==> config.mk <==
export PLATFORM = sky130hd
export DESIGN_NAME = flagi_stos
export DESIGN_NICKNAME = d
export VERILOG_FILES = /design/src/rtl/flagi_stos.sv
export SDC_FILE = /design/constraint.sdc
export NUM_CORES = 1
export LEC_CHECK = 0
export ABC_AREA = 1
export CELL_PAD_IN_SITES_DETAIL_PLACEMENT = 0
export CELL_PAD_IN_SITES_GLOBAL_PLACEMENT = 1
export CORE_AREA = 5 5 66 68
export CTS_BUF_LIST = sky130_fd_sc_hd__clkbuf_8
export CTS_CLUSTER_DIAMETER = 80
export DETAILED_ROUTE_END_ITERATION = 10
export DIE_AREA = 0 0 71 73
export GPL_ROUTABILITY_DRIVEN = 0
export PLACE_DENSITY_LB_ADDON = 0.1
export RECOVER_POWER = 25
export SYNTH_ARGS = -nofsm -noshare
export SYNTH_HDL_FRONTEND = slang
export SYNTH_SLANG_ARGS = --single-unit
==> constraint.sdc <==
create_clock -name clk -period 3.1 [get_ports clk]
set_input_delay 0.62 -clock clk [delete_from_list [all_inputs] [get_ports clk]]
set_output_delay 0.62 -clock clk [all_outputs]
set_load 0.005 [all_outputs]
==> images/zoom.png <==
Region (5, 42) to (30, 67) µm. Cells in gray, sequential cells in the stronger gray; small squares are vias.
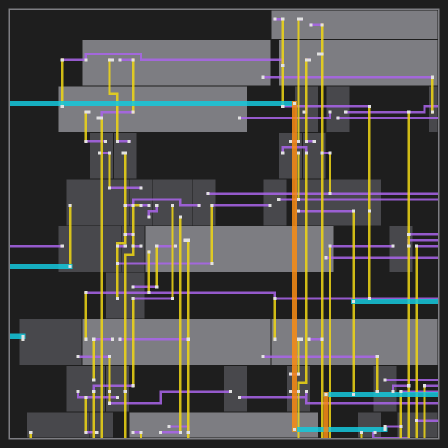
Cyan marks met3. Yellow marks met2. Purple marks met1. Orange marks met4.
33 logic cells have their middle in the window. Most frequent: edfxtp_1 (8), nand2_1 (7), inv_1 (7). Sequential cells in the window: 8.

==> images/cell_classes.png <==
Drawn at 4 px/µm.
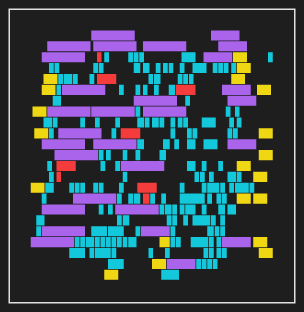
Red marks clock drivers and dummy loads, cells 8, share of their area 4.4%. Yellow marks other buffers and delay cells, cells 20, share of their area 11%. Purple marks flops, cells 29, share of their area 42%. Cyan marks all other logic, cells 168, share of their area 43%.
utilization of the core after routing: 0.504
Non-Filler Cell Area, Final: 1920 µm²
row cnt: 23
Core Region: 3800 µm²

==> images/final_congestion.png <==
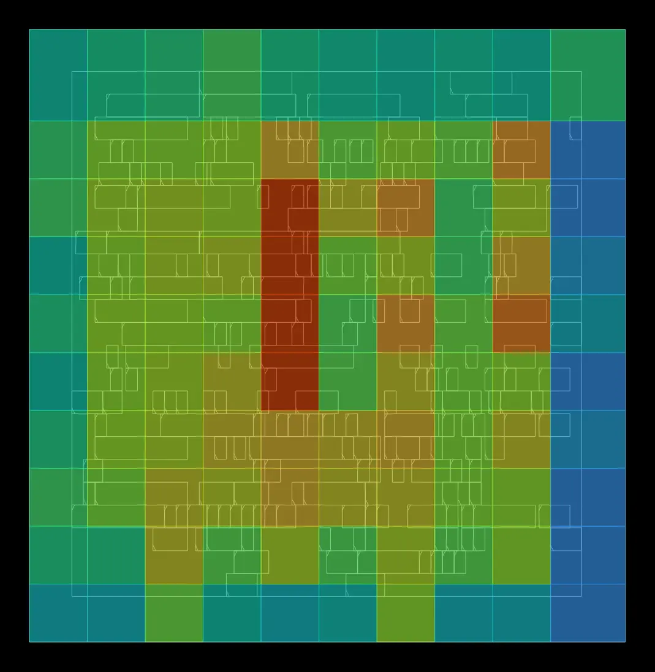
GR met3 Demand/Resource: 0.0482
gr busiest metal: met2
global-route met1 utilization: 0.179

==> images/drive_strength.png <==
Drawn at 4 px/µm.
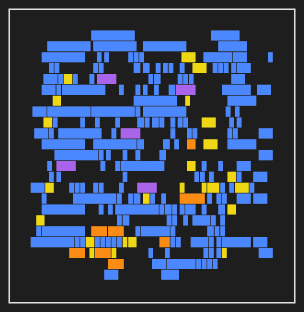
Orange marks drive 3 to 4, cells 8, share 3.6%. Purple marks drive 6 and up, cells 5, share 2.2%. Blue marks drive 1 or less, cells 188, share 84%. Yellow marks drive 2, cells 24, share 11%.
area grow syn2layout: 18.9%
Worst Setup Slack, final: 525 ps
non-clock buffer count in the final layout: 20

==> images/met1.png <==
Drawn at 6 px/µm.
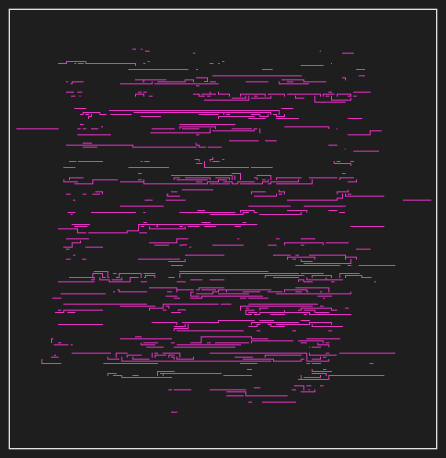
The wires run mostly horizontal. The layer holds 45% of the routed length. 212 nets have wire on it. The layer carries 1,520 µm of wire. The longest straight run is 28.3 µm.
DR vias: 1,300
total routed wirelength: 3360 µm

==> reports/results.ini <==
[setup_path]
setup.worst_path.start_class = flip-flop
crit_family = buffers and inverters
maximum_fanout_encountered_on_the_critical_timing_path = 14
cp.depth = 5
critical-path-max-stage-delay_ps = 500
critical_path_buf_inv_count = 3
crit_required_ps = 2480
slowest_stage = clkdlybuf4s50_1
critPathMostFrequentCell = inv_1
regToRegSetupSlack_ps = 880
number_of_cell_instances_on_the_worst_register_to_register_path = 8

[placement]
port_buffers = 19
dp.cells = 267
post-dp-hpwl_um = 2660

[synth]
synth-compound-area-share = 0.0256
post_synth.cell_area_avg_um2 = 8.02
synth.area.mux_share = 0
synth_cell_type_count = 22
synthDominantCellAreaShare = 0.373
edf_count = 20
main_area_contributors_after_synthesis = edfxtp_1 (37%), nand2_1 (16%), dfxtp_1 (11%)
postSynth.topFlopCell = edfxtp_1
synth_cells = 201
synth_top_cell_by_area = edfxtp_1
postSynthNetCount = 214
yosys_cells = 201
postSynthRegisterBits = 29
synthesis.area_um2 = 1610
netlist_logic_family_top = simple AND/OR/NAND/NOR gates
most_used_standard_cell_by_instance_count_after_synthesis = nand2_1
simple_gate_area_frac = 0.388
synth.yosys.warnings = 0
common_cells = nand2_1 (70), nor2_1 (27), edfxtp_1 (20)
ys_seq_share = 0.484

[timing]
rsz0062_at_grt = no
final.min_clock_period_ps = 2570
worst_clock_skew_ps = 2.04
layout_worst_path_cycle_share = 0.831
tns_ps = 0
hold_viol_final = 0
max_freq_ghz = 0.388
setup_violations = 0

[cells_and_area]
finish.net_count = 237
layoutNonFillerInstCount = 275
largest_reg_flops = 20
post_route_cells_drive_above_1_share = 0.164
n_antenna_cell = 0

[detailed_routing]
detailedRoute.firstPassIterationCount = 4
vias_per_cell = 4.73
final_antenna_net_count = 0
drt-wirelength-per-cell_um = 12.2
drc_errors = 0
detail_route.iter0.violations = 86

[clock_network]
tritoncts = done
worst_skew_pair.late_latency_ps = 270
number_of_buffers_inserted_by_post_cts_setup_repair = 0
cts_hold_bufs = 0
cts.clk_slew.worst_paths_ps = 60
ctsRootBufferMaster = clkbuf_8
post_cts_resized = 0
cts_buffers = 5
tritoncts_num_sinks = 29

[global_route]
globalRouteOverflowTotal = 0
pin_count_of_the_biggest_net_entering_global_routing = 16
globalRouteTotalUtil = 0.145
antenna_found_initial = 0

[run_status]
run_status = finished clean

[power_and_ir_drop]
ir_drop_mv = 0.283
power.static_leakage_nw = 0.936

[floorplanning]
die-height_um = 73
floorplanUtilization = 0.424
die-area_um2 = 5180
boundaryPins = 22

[job]
openroad.warnings = 29

[worst_hold_path]
min-delay-path-class = flip-flop to flip-flop

area by class of cell:
cell class,instances,area [µm²]
fill,392,1880
sequential,29,781
inverter,26,100
clock inverter,3,12.5
clock buffer,5,68.8
tap,50,62.6
multi-input combinational,142,693
timing repair buffer,20,198
cells in the final DEF, fill, tap and decap left out, drive strengths merged:
| cell | Yosys | final |
|---|---|---|
| clkbuf | 0 | 5 |
| nor2 | 34 | 34 |
| clkinv | 0 | 1 |
| dfxtp | 9 | 9 |
| edfxtp | 20 | 20 |
| conb | 1 | 1 |
| o21ai | 3 | 3 |
| clkdlybuf4s50 | 0 | 12 |
| dlygate4sd3 | 0 | 7 |
| a21oi | 3 | 3 |
| buf | 4 | 1 |
| inv | 26 | 28 |
| o211ai | 1 | 1 |
| nand2 | 82 | 82 |
| ha | 3 | 3 |
| nand3 | 15 | 15 |
metrics by stage:
step                instance area (µm²)  power (mW)  hold slack [ps]   util  setup WS, ps
detailed placement                 1850       0.791              443  0.487           554
finish                             1920        1.05              447  0.504           525
CTS                                1930        1.08              454  0.508           712
floorplan                          1610       0.683              446      -          1120
global route                       1920        1.13              473  0.504           381
global placement                   1850       0.785              438  0.487           570
power breakdown:
group          switching [mW]  internal [mW]  total, mW  leakage (nW)
combinational           0.181          0.111      0.293         0.603
clock                   0.136          0.150      0.286        0.0505
sequential             0.0165          0.457      0.474         0.282
layer usage:
metal	global-route usage	routed length, µm
met5	0	0
met4	0.0376	32
met3	0.0482	209
met2	0.245	1590
met1	0.179	1520
worst register-to-register path, delay by kind of cell (launching register included):
kind	cells	cell delay, ps
flops	1	310
simple gates	6	950
buf+inv	1	320
fa+ha+maj	1	280
Power and IR drop assume default switching activity.
